==> run_1/port_trees.png <==
Drawn at 1 px/um.
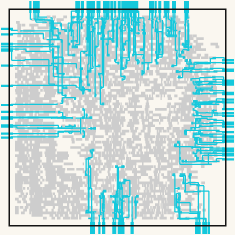
==> run_1/layers.png <==
Drawn at 1 px/um. Two of the layers only.
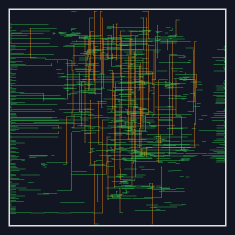
==> run_1/m2.png <==
Drawn at 2 px/um.
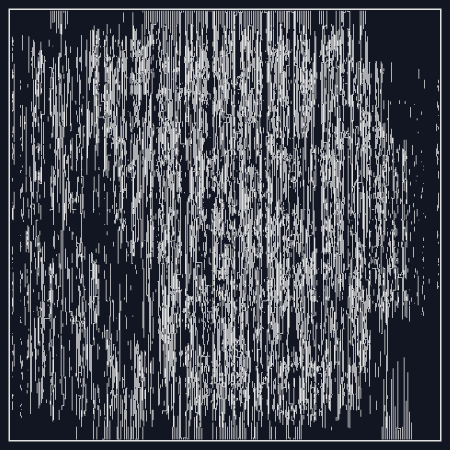
## src/rtl/jambu_perm_seq_pkg.sv

```systemverilog
// Shared types and constants for the TinyJAMBU round sequencer.
// Optional one-round-per-cycle datapath is selected with JAMBU_PERM_FAST_ROUND_EN.
package jambu_pkg;

  typedef enum logic [2:0] {
    ST_IDLE = 3'd0,
    ST_PH0  = 3'd1,
    ST_PH1  = 3'd2,
    ST_PH2  = 3'd3,
    ST_PH3  = 3'd4,
    ST_FIN  = 3'd5,
    ST_RUN  = 3'd6
  } fsm_state_t;

  // Feedback tap offsets measured from the low word of each 64-bit window.
  localparam int TAP_27 = 27;
  localparam int TAP_21 = 21;
  localparam int TAP_15 = 15;
  localparam int TAP_06 = 6;

  localparam int P640_ROUNDS  = 20;
  localparam int P1024_ROUNDS = 32;

  typedef logic [3:0] op_sel_t;

  localparam op_sel_t OP_SEL_15 = 4'b0001;
  localparam op_sel_t OP_SEL_06 = 4'b0010;
  localparam op_sel_t OP_SEL_21 = 4'b0100;
  localparam op_sel_t OP_SEL_27 = 4'b1000;

endpackage

```

## src/rtl/jambu_perm_seq_if.sv

```systemverilog
// Request/result bundle of the TinyJAMBU sequencer, plus FSM debug taps.
interface jambu_perm_seq_if
  import jambu_pkg::*;
#(
  parameter int ROUND_W = 7
) ();

  // Handshake: a request is accepted on a rising clk edge where start && ready;
  // rounds/state_in/key are sampled only on that edge. done pulses for one
  // cycle when state_out becomes valid, and state_out holds until the next accept.
  logic               start;
  logic               ready;
  logic [ROUND_W-1:0] rounds;
  logic [127:0]       state_in;
  logic [127:0]       key;
  logic               busy;
  logic               done;
  logic [127:0]       state_out;
  fsm_state_t         dbg_state;
  op_sel_t            dbg_sel;

  modport master (
    output start, rounds, state_in, key,
    input  ready, busy, done, state_out, dbg_state, dbg_sel
  );

  modport slave (
    input  start, rounds, state_in, key,
    output ready, busy, done, state_out, dbg_state, dbg_sel
  );

endinterface

```

## src/rtl/jambu_fsr_window.sv

```systemverilog
// Combinational 64-bit funnel shift {hi,lo} >> tap, returning the low 32 bits.
module jambu_fsr_window
  import jambu_pkg::*;
(
  input  logic [31:0] hi,
  input  logic [31:0] lo,
  input  op_sel_t     sel,
  output logic [31:0] res
);

  logic [63:0] cat;
  assign cat = {hi, lo};

  always_comb begin
    res = '0;
    unique case (sel)
      OP_SEL_15: res = cat[TAP_15 +: 32];
      OP_SEL_06: res = cat[TAP_06 +: 32];
      OP_SEL_21: res = cat[TAP_21 +: 32];
      OP_SEL_27: res = cat[TAP_27 +: 32];
      default:   res = '0;
    endcase
  end

endmodule

```

## src/rtl/jambu_perm_seq.sv

```systemverilog
// TinyJAMBU keyed-permutation round sequencer (32 steps per round).
// Default: one shared funnel-shift window over four phases; JAMBU_PERM_FAST_ROUND_EN: one round per cycle.
module jambu_perm_seq
  import jambu_pkg::*;
#(
  parameter int ROUND_W = 7
) (
  input  logic             clk,
  input  logic             rst,
  jambu_perm_seq_if.slave  bus
);

  fsm_state_t         fsm;
  logic [31:0]        s [4];
  logic [31:0]        k [4];
  logic [ROUND_W-1:0] rounds_q;
  logic [ROUND_W-1:0] j;
  logic [ROUND_W-1:0] j_nxt;
  logic               ready_q;
  logic               busy_q;
  logic               done_q;
  logic [127:0]       state_out_q;
  logic [31:0]        fb;
  op_sel_t            sel;

  assign j_nxt = j + 1'b1;

`ifdef JAMBU_PERM_FAST_ROUND_EN
  logic [31:0] w15, w06, w21, w27;

  // All four taps run every cycle, so no phase select is active.
  assign sel = '0;

  jambu_fsr_window u_w15 (.hi(s[2]), .lo(s[1]), .sel(OP_SEL_15), .res(w15));
  jambu_fsr_window u_w06 (.hi(s[3]), .lo(s[2]), .sel(OP_SEL_06), .res(w06));
  jambu_fsr_window u_w21 (.hi(s[3]), .lo(s[2]), .sel(OP_SEL_21), .res(w21));
  jambu_fsr_window u_w27 (.hi(s[3]), .lo(s[2]), .sel(OP_SEL_27), .res(w27));

  assign fb = s[0] ^ w15 ^ k[j[1:0]] ^ ~(w06 & w21) ^ w27;
`else
  logic [31:0] acc;
  logic [31:0] tmp;
  logic [31:0] win_hi;
  logic [31:0] win_lo;
  logic [31:0] win;

  always_comb begin
    sel = '0;
    unique case (fsm)
      ST_PH0:  sel = OP_SEL_15;
      ST_PH1:  sel = OP_SEL_06;
      ST_PH2:  sel = OP_SEL_21;
      ST_PH3:  sel = OP_SEL_27;
      default: sel = '0;
    endcase
  end

  // Only the t1 tap reads {s2,s1}; the other three share the {s3,s2} window.
  assign win_hi = (fsm == ST_PH0) ? s[2] : s[3];
  assign win_lo = (fsm == ST_PH0) ? s[1] : s[2];

  jambu_fsr_window u_win (.hi(win_hi), .lo(win_lo), .sel(sel), .res(win));

  assign fb = acc ^ win;
`endif

  always_ff @(posedge clk) begin
    if (rst) begin
      fsm         <= ST_IDLE;
      for (int i = 0; i < 4; i++) begin
        s[i] <= '0;
        k[i] <= '0;
      end
      rounds_q    <= '0;
      j           <= '0;
      ready_q     <= 1'b1;
      busy_q      <= 1'b0;
      done_q      <= 1'b0;
      state_out_q <= '0;
`ifndef JAMBU_PERM_FAST_ROUND_EN
      acc         <= '0;
      tmp         <= '0;
`endif
    end else begin
      unique case (fsm)
        ST_IDLE: begin
          done_q <= 1'b0;
          if (bus.start && ready_q) begin
            for (int i = 0; i < 4; i++) begin
              s[i] <= bus.state_in[32*i +: 32];
              k[i] <= bus.key[32*i +: 32];
            end
            rounds_q <= bus.rounds;
            j        <= '0;
            ready_q  <= 1'b0;
            if (bus.rounds == '0) begin
              fsm         <= ST_FIN;
              done_q      <= 1'b1;
              state_out_q <= bus.state_in;
            end else begin
              busy_q <= 1'b1;
`ifdef JAMBU_PERM_FAST_ROUND_EN
              fsm    <= ST_RUN;
`else
              fsm    <= ST_PH0;
`endif
            end
          end
        end
`ifdef JAMBU_PERM_FAST_ROUND_EN
        ST_RUN: begin
          s[0] <= s[1];
          s[1] <= s[2];
          s[2] <= s[3];
          s[3] <= fb;
          j    <= j_nxt;
          if (j_nxt >= rounds_q) begin
            fsm         <= ST_FIN;
            busy_q      <= 1'b0;
            done_q      <= 1'b1;
            state_out_q <= {fb, s[3], s[2], s[1]};
          end
        end
`else
        ST_PH0: begin
          acc <= s[0] ^ win ^ k[j[1:0]];
          fsm <= ST_PH1;
        end
        ST_PH1: begin
          tmp <= win;
          fsm <= ST_PH2;
        end
        ST_PH2: begin
          acc <= acc ^ ~(tmp & win);
          fsm <= ST_PH3;
        end
        ST_PH3: begin
          s[0] <= s[1];
          s[1] <= s[2];
          s[2] <= s[3];
          s[3] <= fb;
          j    <= j_nxt;
          if (j_nxt < rounds_q) begin
            fsm <= ST_PH0;
          end else begin
            fsm         <= ST_FIN;
            busy_q      <= 1'b0;
            done_q      <= 1'b1;
            state_out_q <= {fb, s[3], s[2], s[1]};
          end
        end
`endif
        ST_FIN: begin
          done_q  <= 1'b0;
          ready_q <= 1'b1;
          fsm     <= ST_IDLE;
        end
        default: begin
          fsm     <= ST_IDLE;
          ready_q <= 1'b1;
          busy_q  <= 1'b0;
          done_q  <= 1'b0;
        end
      endcase
    end
  end

  assign bus.ready     = ready_q;
  assign bus.busy      = busy_q;
  assign bus.done      = done_q;
  assign bus.state_out = state_out_q;
  assign bus.dbg_state = fsm;
  assign bus.dbg_sel   = sel;

endmodule
```

## src/flat_wrapper.sv

```systemverilog
// flat-port wrapper written by rule: the top's interface ports become plain ports
module jambu_perm_seq_flat import jambu_pkg::*;
#(
  parameter int ROUND_W = 7
)
  (clk, rst, bus_start, bus_rounds, bus_state_in, bus_key, bus_ready, bus_busy, bus_done, bus_state_out, bus_dbg_state, bus_dbg_sel);
  jambu_perm_seq_if #(.ROUND_W(ROUND_W)) bus_i ();
  input  logic clk;
  input  logic rst;
  input wire logic [$bits(bus_i.start)-1:0] bus_start;
  input wire logic [$bits(bus_i.rounds)-1:0] bus_rounds;
  input wire logic [$bits(bus_i.state_in)-1:0] bus_state_in;
  input wire logic [$bits(bus_i.key)-1:0] bus_key;
  output wire logic [$bits(bus_i.ready)-1:0] bus_ready;
  output wire logic [$bits(bus_i.busy)-1:0] bus_busy;
  output wire logic [$bits(bus_i.done)-1:0] bus_done;
  output wire logic [$bits(bus_i.state_out)-1:0] bus_state_out;
  output wire logic [$bits(bus_i.dbg_state)-1:0] bus_dbg_state;
  output wire logic [$bits(bus_i.dbg_sel)-1:0] bus_dbg_sel;
  assign bus_i.start = bus_start;
  assign bus_i.rounds = bus_rounds;
  assign bus_i.state_in = bus_state_in;
  assign bus_i.key = bus_key;
  assign bus_ready = bus_i.ready;
  assign bus_busy = bus_i.busy;
  assign bus_done = bus_i.done;
  assign bus_state_out = bus_i.state_out;
  assign bus_dbg_state = bus_i.dbg_state;
  assign bus_dbg_sel = bus_i.dbg_sel;
  jambu_perm_seq #(.ROUND_W(ROUND_W)) u_core (.clk(clk), .rst(rst), .bus(bus_i));
endmodule
```

## config.mk

```make
export PLATFORM = sky130hd
export DESIGN_NAME = jambu_perm_seq_flat
export DESIGN_NICKNAME = d
export VERILOG_FILES = /design/src/rtl/jambu_perm_seq_pkg.sv /design/src/rtl/jambu_perm_seq_if.sv /design/src/rtl/jambu_fsr_window.sv /design/src/rtl/jambu_perm_seq.sv /design/src/flat_wrapper.sv
export SDC_FILE = /design/constraint.sdc
export NUM_CORES = 1
export LEC_CHECK = 0
export CORE_MARGIN = 5
export CORE_UTILIZATION = 53
export DETAILED_ROUTE_END_ITERATION = 16
export PLACE_DENSITY = 0.81
export RECOVER_POWER = 25
export SYNTH_ARGS = -nofsm -noshare
export SYNTH_HDL_FRONTEND = slang
export SYNTH_SLANG_ARGS = --single-unit
```

## constraint.sdc

```tcl
create_clock -name clk -period 7.3 [get_ports clk]
set_input_delay 2.19 -clock clk [delete_from_list [all_inputs] [get_ports clk]]
set_output_delay 2.19 -clock clk [all_outputs]
set_load 0.1 [all_outputs]
```

==> impl_metrics.ini, run 1 <==
; implementation run metrics
[routing]
drc = 0
viasPerCell = 6.252
drtIter0Drc = 2510
drtAntennaViolNets = 0
drt_first_pass_iters = 8

[synth]
synth_area_per_cell_sq_um = 10.62
edf_count = 256
area_leaders = edfxtp_1, dfxtp_1, nor2_1, o221a_2, xnor2_1
yosysTopAreaCellShare = 0.3451
syn_nets = 2371
top_area_cell = edfxtp_1
async_flop_share = 0
yosys_most_used_dff = edfxtp_1
synth_area_sq_mm = 0.02228
yosysWarnings = 0
ys_cells = 2098
ys_chip_area_sq_mm = 0.02228
ys_ff = 470
synth_cell_types = 61
syn_inst = 2098
ys_seq_share = 0.5374

[pwr]
powerDensity_mw_per_mm2 = 253.1
ir_drop_uv = 207.4
p_leak_uw = 0.009831
p_total_uw = 7068

[sta]
hold_ws_ns = 0.4605
rsz0062_at_grt = no
slew_violations = 326
tightest_slew_ns = 3.771
finalSetupTns_ns = 0
fmax_mhz = 157.6
slew_headroom = -1.514
finalHoldViolCount = 0
finalSetupViolations = 0
skew_ns = 0.02136
finalCritPeriodShare = 0.8695
period_minus_slack_ns = 6.347

[global_routing]
grt_antenna_before_repair = 7
overflow = 0
grt_pass1_wl_mm = 112.7
grt_max_degree = 230
grt_pass1_vias = 18206

[worst_setup_path]
rr_worst_depth = 4
path_max_fanout = 45
critical_path_class = in2reg
critPathArrivalTime_ns = 6.56
r2r-end = u_core.bus.state_out[10]$_SDFFE_PP0P_
reg2reg_slack_ns = 1.08
cp.required_ns = 7.52
end_kind = flip-flop
worst_setup_path_start_kind = input pin
r2r_start = u_core.bus.dbg_state[2]$_SDFFE_PP0P_

[final_layout]
drive_gt1_frac = 0.1098
layout.area.seq_sq_mm = 0.01198
comb_area_sq_mm = 0.009438
area_growth_pct = 25.37
instances_no_fill = 2982
final_cell_mix = clkdlybuf4s50_1, nor2_1, edfxtp_1, dfxtp_1, nand2_1
layout.nets = 2674
finish.instance_area_sq_mm = 0.02793
num-fill-cells = 3147
lay_top_count = clkdlybuf4s50_1

[run]
maxCapViolCount = 7
warnings = 29

[floorplan]
fp.dieArea_sq_mm = 0.04623
fp-row-count = 75
fp.dieW_um = 215.0
core_area_sq_mm = 0.04176
core_util_floorplan = 0.5335
die_h_um = 215.0

[clocking]
htree_num_levels = 2
cts-root-buf = clkbuf_16
post_cts_buffers = 0
cts.repair.resized = 0
cts_tree = done
cts_sinks = 470
cts_max_path_buffers = 3
clk_pin_slew_worst_paths_ns = 0.06
insertion_delay_ns = 0.60
cts_hold_buffers = 0
cts-buffers-inserted = 49

[min_path]
whs_path_depth = 2
min_path_type = reg2reg
hold_end = u_core.tmp[4]$_SDFFE_PP0P_
min_from = u_core.tmp[4]$_SDFFE_PP0P_

[run_status]
outcome = complete, but fails checks
violations = capacitance limit, slew limit

[place]
place_congestion = 0.9508
dp_hpwl_mm = 52.95
dp_cells = 2889
dpl_cell_area_sq_mm = 0.02646
## Picture notes: port_trees.png
bus_state_in: drawn in cyan, bits 128, direction input, end cells 256, buffers 128, wire 7,060 um.
Top Ports: 404
I/O Buffers: 403

## Picture notes: layers.png
M3: drawn in green, wire length 8,750 um. M4: drawn in orange, wire length 3,790 um.
total global routing track utilization: 0.3157
post-DR wirelength/cell: 25.51 um
via count: 18,643

## Picture notes: m2.png
The longest straight run is 92.1 um. The layer holds 46% of the routed length. The layer carries 35.0 mm of wire. The wires run mostly vertical. 2,217 nets have wire on it.
sum of routed wire length over all layers: 76.08 mm
grt met2 use: 0.5028

[run 1: critical path, stage by stage]
cell and delay (ns):
dlygate4sd3_1 0.58, and3b_1 0.22, and2_0 0.82, nor2_1 0.57, or2_1 0.17, clkbuf_1 1.77, a21oi_1 0.19
[run 1: layer usage]
| layer | part of all wire | track usage |
|---|---|---|
| met1 | 0.37 | 0.4123 |
| met2 | 0.46 | 0.5028 |
| met3 | 0.11 | 0.08190 |
| met4 | 0.050 | 0.1357 |
| met5 | 0.0011 | 0 |
[run 1: report_power, final]
group	total, uW	leakage [uW]	internal, uW	switching [uW]
clock network	2470	0.000766	1410	1070
logic	1230	0.00461	493	736
registers	3370	0.00446	3070	295
total	7070	0.00983	4970	2100
[run 1: state kept, by name, indices dropped and copies added, names as in the netlist, named ones only]
register / flops
u_core.bus.busy: 1
u_core.s: 128
u_core.bus.dbg_state: 3
u_core.tmp: 32
u_core.bus.state_out: 128
u_core.bus.ready: 1
u_core.k: 128
u_core.j: 7
u_core.rounds_q: 7
u_core.acc: 32
u_core.bus.done: 1
[run 1: kinds of logic (layout without fill, tap and decap cells)]
logic type               Yosys count  count (layout)  share of synthesized area
AND/OR/NAND/NOR                  753             753                     0.1525
AND-OR/OR-AND                    503             503                     0.1769
flip-flops                       470             470                     0.5374
buffers and inverters            192             535                    0.03774
XOR/XNOR                         104             104                    0.04089
multiplexers                      69              69                    0.05066
adder cells (fa/ha/maj)            7               7                   0.003931
other                              0               2                          0
[run 1: synth_stat cells, types with 11 or more instances]
cell	count
buf_2	42
and2_1	133
o211ai_1	21
a22oi_1	79
mux2_2	30
a222oi_1	42
a211o_1	21
nand3b_1	14
nand2b_1	11
clkbuf_1	105
mux4_2	32
a21oi_1	147
nor2_1	344
o21ai_0	14
inv_1	13
xnor2_1	98
buf_1	16
nand2_1	207
edfxtp_1	256
o21ai_1	25
dfxtp_1	214
o221a_2	96
[run 1: how the worst max path moves through the flow]
stage                                                    start                               endpoint  slack (ns)  depth (start not counted)
final                                                bus_start          u_core.s[1][10]$_SDFFCE_PP0P_        0.95                          7
after global routing      u_core.bus.dbg_state[2]$_SDFFE_PP0P_  u_core.bus.state_out[54]$_SDFFE_PP0P_        0.74                          4
after CTS                 u_core.bus.dbg_state[0]$_SDFFE_PP0P_                         bus_dbg_sel[2]        1.58                          3
after detailed placement  u_core.bus.dbg_state[0]$_SDFFE_PP0P_                         bus_dbg_sel[2]        2.20                          3
after global placement    u_core.bus.dbg_state[0]$_SDFFE_PP0P_                         bus_dbg_sel[2]        2.27                          3
after floorplan                                            rst           u_core.k[0][0]$_SDFFCE_PN0P_        0.72                          4
[run 1: area by class of cell]
type,instances,share of cell area
flip-flops and latches,470,0.4288
multi-input cells,1436,0.3379
repair buffers,429,0.1513
clock buffers,70,0.04887
well taps,539,0.02415
clock inverters,21,0.006675
inverters,15,0.002105
diodes,2,0.0001792
[run 1: per-stage QoR]
stage / utilization / setup slack (ns)
floorplan: - / 0.7211
global placement: 0.6336 / 2.268
detailed placement: 0.6336 / 2.201
CTS: 0.6707 / 1.575
global route: 0.6687 / 0.7448
finish: 0.6689 / 0.9529
==> run_1/pinout.png <==
Drawn at 2 px/um. Pins as bars across the die edge, other pins in grey.
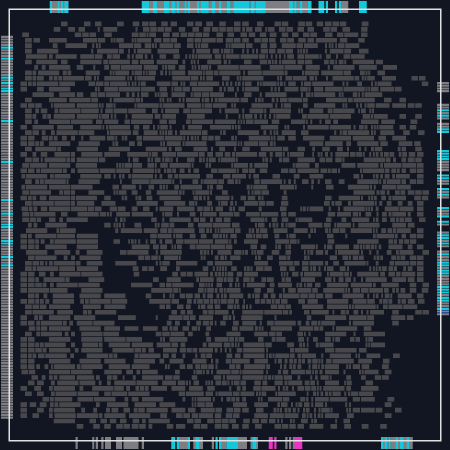

--- run 2 (diff from run 1) ---
Settings changed: CORE_ASPECT_RATIO set to 1.25.
==> run_2/pinout.png <==
Drawn at 2 px/um. Pins as bars across the die edge, other pins in grey.
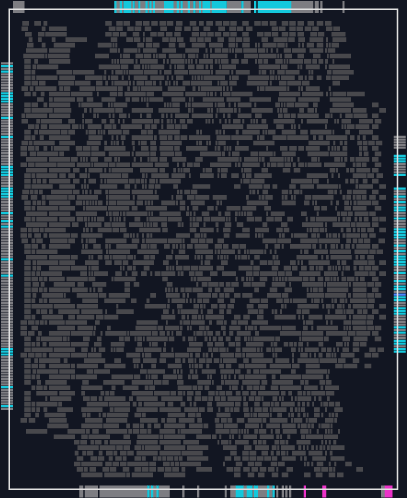
bus_done: drawn in blue, pins 1, direction output, edge east. bus_state_in: drawn in cyan, pins 128, direction input, edge 53 north, 35 east, 26 west, 14 south. bus_rounds: drawn in magenta, pins 7, direction input, edge south.

==> run 2 against run 1 <==
  * The run still ends with capacitance limit, slew limit left
  * Worst hold slack lost 0.0016 ns
  * Cell count grew 0.60%
  * Critical path depth shrank 3
  * Synthesized cell count is the same
  * Highest routed layer unchanged
  * Combinational power is essentially flat
  * Sequential share of layout area shrank 0.067 points
  * Via count shrank 0.12%
  * Final area grew 0.16%
  * Register-to-register slack gained 1.9 ns
  * Sequential power is essentially flat
  * Largest cell class unchanged
  * First-iteration DRC count shrank 7.3%
==> impl_metrics.ini, run 2 <==
; implementation run metrics
[sta]
finalCritPeriodShare = 0.8634
rsz0062_at_grt = no
fmax_mhz = 158.7
tightest_slew_ns = 3.556
finalSetupViolations = 0
finalSetupTns_ns = 0
slew_violations = 160
slew_headroom = -1.371
finalHoldViolCount = 0
skew_ns = 0.03176

[place]
port_buffers = 403
dp_hpwl_mm = 53.62
place_congestion = 0.9306

[clocking]
cts-root-buf = clkbuf_16
clk_pin_slew_worst_paths_ns = 0.07
cts_hold_buffers = 0
cts_sinks = 470
htree_num_levels = 2
cts_max_path_buffers = 3
insertion_delay_ns = 0.57

[routing]
wl_per_cell_um = 25.28
drtAntennaViolNets = 0
drc = 0
drt_wl_total_mm = 75.83
drtIter0Drc = 2326
drt_first_pass_iters = 9

[worst_setup_path]
critical_path_class = in2reg
crit_chain = clkbuf_1, clkbuf_2, nor2_1, o221a_2
rr_worst_depth = 11
path_max_fanout = 84
r2r-end = u_core.bus.state_out[0]$_SDFFE_PP0P_
cp.required_ns = 7.76
reg2reg_slack_ns = 3.02
critPathMaxStageDelay_ns = 2.45
r2r_start = u_core.j[0]$_SDFFE_PP0P_

[global_routing]
grt_pass1_wl_mm = 112.7
grt_pass1_vias = 18208
grt_max_degree = 129
overflow = 0
grt_antenna_before_repair = 3

[floorplan]
core_util_floorplan = 0.5326
ioPinCount = 404
fp-row-count = 84
die_h_um = 239.2
fp.dieArea_sq_mm = 0.04626
fp.dieW_um = 193.4

[synth]
area_leaders = edfxtp_1, dfxtp_1, nor2_1, o221a_2, xnor2_1
ys_ff = 470
synth_area_sq_mm = 0.02228
async_flop_share = 0
synth_area_per_cell_sq_um = 10.62
synth-simple-area-share = 0.1525
ys_seq_share = 0.5374
yosys_most_used_dff = edfxtp_1
synth_top_cell_by_count = nor2_1
ys_top_cells_by_count = nor2_1, edfxtp_1, dfxtp_1
syn_inst = 2098
syn_nets = 2371
ys_cells = 2098
adder_share = 0.003931
edf_count = 256
yosysWarnings = 0
aoi_share = 0.1769
synth_cell_types = 61
top_area_cell = edfxtp_1
logic_family = AND-OR/OR-AND gates

[final_layout]
num-fill-cells = 3273
final_cell_mix = clkdlybuf4s50_1, nor2_1, edfxtp_1, dfxtp_1, nand2_1
layout.nets = 2676
lay_top_count = clkdlybuf4s50_1
drive_gt1_frac = 0.1140
area_growth_pct = 25.57

[pwr]
powerDensity_mw_per_mm2 = 249.4
p_leak_uw = 0.009821
ir_drop_uv = 229.4

[run_status]
violations = capacitance limit, slew limit
outcome = complete, but fails checks

[min_path]
hold_end = u_core.rounds_q[6]$_SDFFE_PP0P_
min_path_type = reg2reg

[run]
warnings = 29
maxCapViolCount = 2
run 2: cell types whose count changed in the layout (fill, tap and decap cells not counted), moves of 4 or more:
cell,before,now
clkbuf_8,7,1
buf_4,23,30
a221oi_2,2,8
o21ai_1,7,24
a221oi_1,7,1
clkinv_2,10,5
o21ai_0,33,15
and2_0,6,2
run 2: metal layers:
metal  up-vias  track usage  part of all wire  routed length (um)
li1       8289            -                 -                   -
met1      8943       0.3945              0.36               27460
met2      1172       0.5196              0.48               36200
met3       213      0.07696              0.11                8086
met4         4       0.1352             0.054                4062
met5         -            0           0.00028                  21
run 2: metrics by stage:
stage | setup slack, ns | power, uW | cells | utilization | area [sq um]
3_3_place_gp | 2.169 | 4585 | 2914 | 0.6338 | 26510
5_1_grt | 0.7284 | 7172 | 2998 | 0.6686 | 27970
2_1_floorplan | 0.7211 | 4062 | 2098 | - | 22280
3_5_place_dp | 2.128 | 4620 | 2914 | 0.6338 | 26510
6_report | 0.9970 | 6977 | 3000 | 0.6688 | 27970
4_1_cts | 1.541 | 6959 | 2998 | 0.6690 | 27980
run 2: power by group:
| part | internal (uW) | leakage (uW) | switching [uW] |
|---|---|---|---|
| sequential | 3070 | 0.00446 | 308 |
| clock | 1340 | 0.000705 | 1040 |
| combinational | 498 | 0.00466 | 723 |
| total | 4910 | 0.00982 | 2070 |
run 2: kinds of logic after synthesis:
group,after synthesis
AND-OR/OR-AND,503
XOR/XNOR,104
adder cells (fa/ha/maj),7
buffers and inverters,192
flip-flops,470
multiplexers,69
AND/OR/NAND/NOR,753
run 2: worst max-delay path: cells and delay by family:
kind	cells	cell delay, ns
AND-OR/OR-AND	1	0.21
buffers and inverters	2	4.13
AND/OR/NAND/NOR	1	0.17
run 2: final cells by class:
class / count / area (sq um) / share of cell area
antenna: 2 / 5.005 / 0.0001789
clock buffer: 62 / 1242 / 0.04441
clock inverter: 22 / 231.5 / 0.008274
inverter: 15 / 58.81 / 0.002102
multi-input combinational: 1436 / 9508 / 0.3399
sequential: 470 / 11980 / 0.4281
tap: 559 / 699.4 / 0.02500
timing repair buffer: 434 / 4253 / 0.1520
run 2: worst max-delay path by stage:
stage                     depth (start not counted)                                     to                                 start  slack [ns]
after detailed placement                          4                         bus_dbg_sel[2]  u_core.bus.dbg_state[0]$_SDFFE_PP0P_        2.13
after floorplan                                   4           u_core.k[0][0]$_SDFFCE_PN0P_                                   rst        0.72
final                                             4  u_core.bus.state_out[52]$_SDFFE_PP0P_                                   rst         1.0
after global placement                            4                         bus_dbg_sel[2]  u_core.bus.dbg_state[0]$_SDFFE_PP0P_        2.17
after CTS                                         4                         bus_dbg_sel[2]  u_core.bus.dbg_state[0]$_SDFFE_PP0P_        1.54
after global routing                              4  u_core.bus.state_out[60]$_SDFFE_PP0P_                                   rst        0.73
Power is estimated from default activity; no workload was simulated.
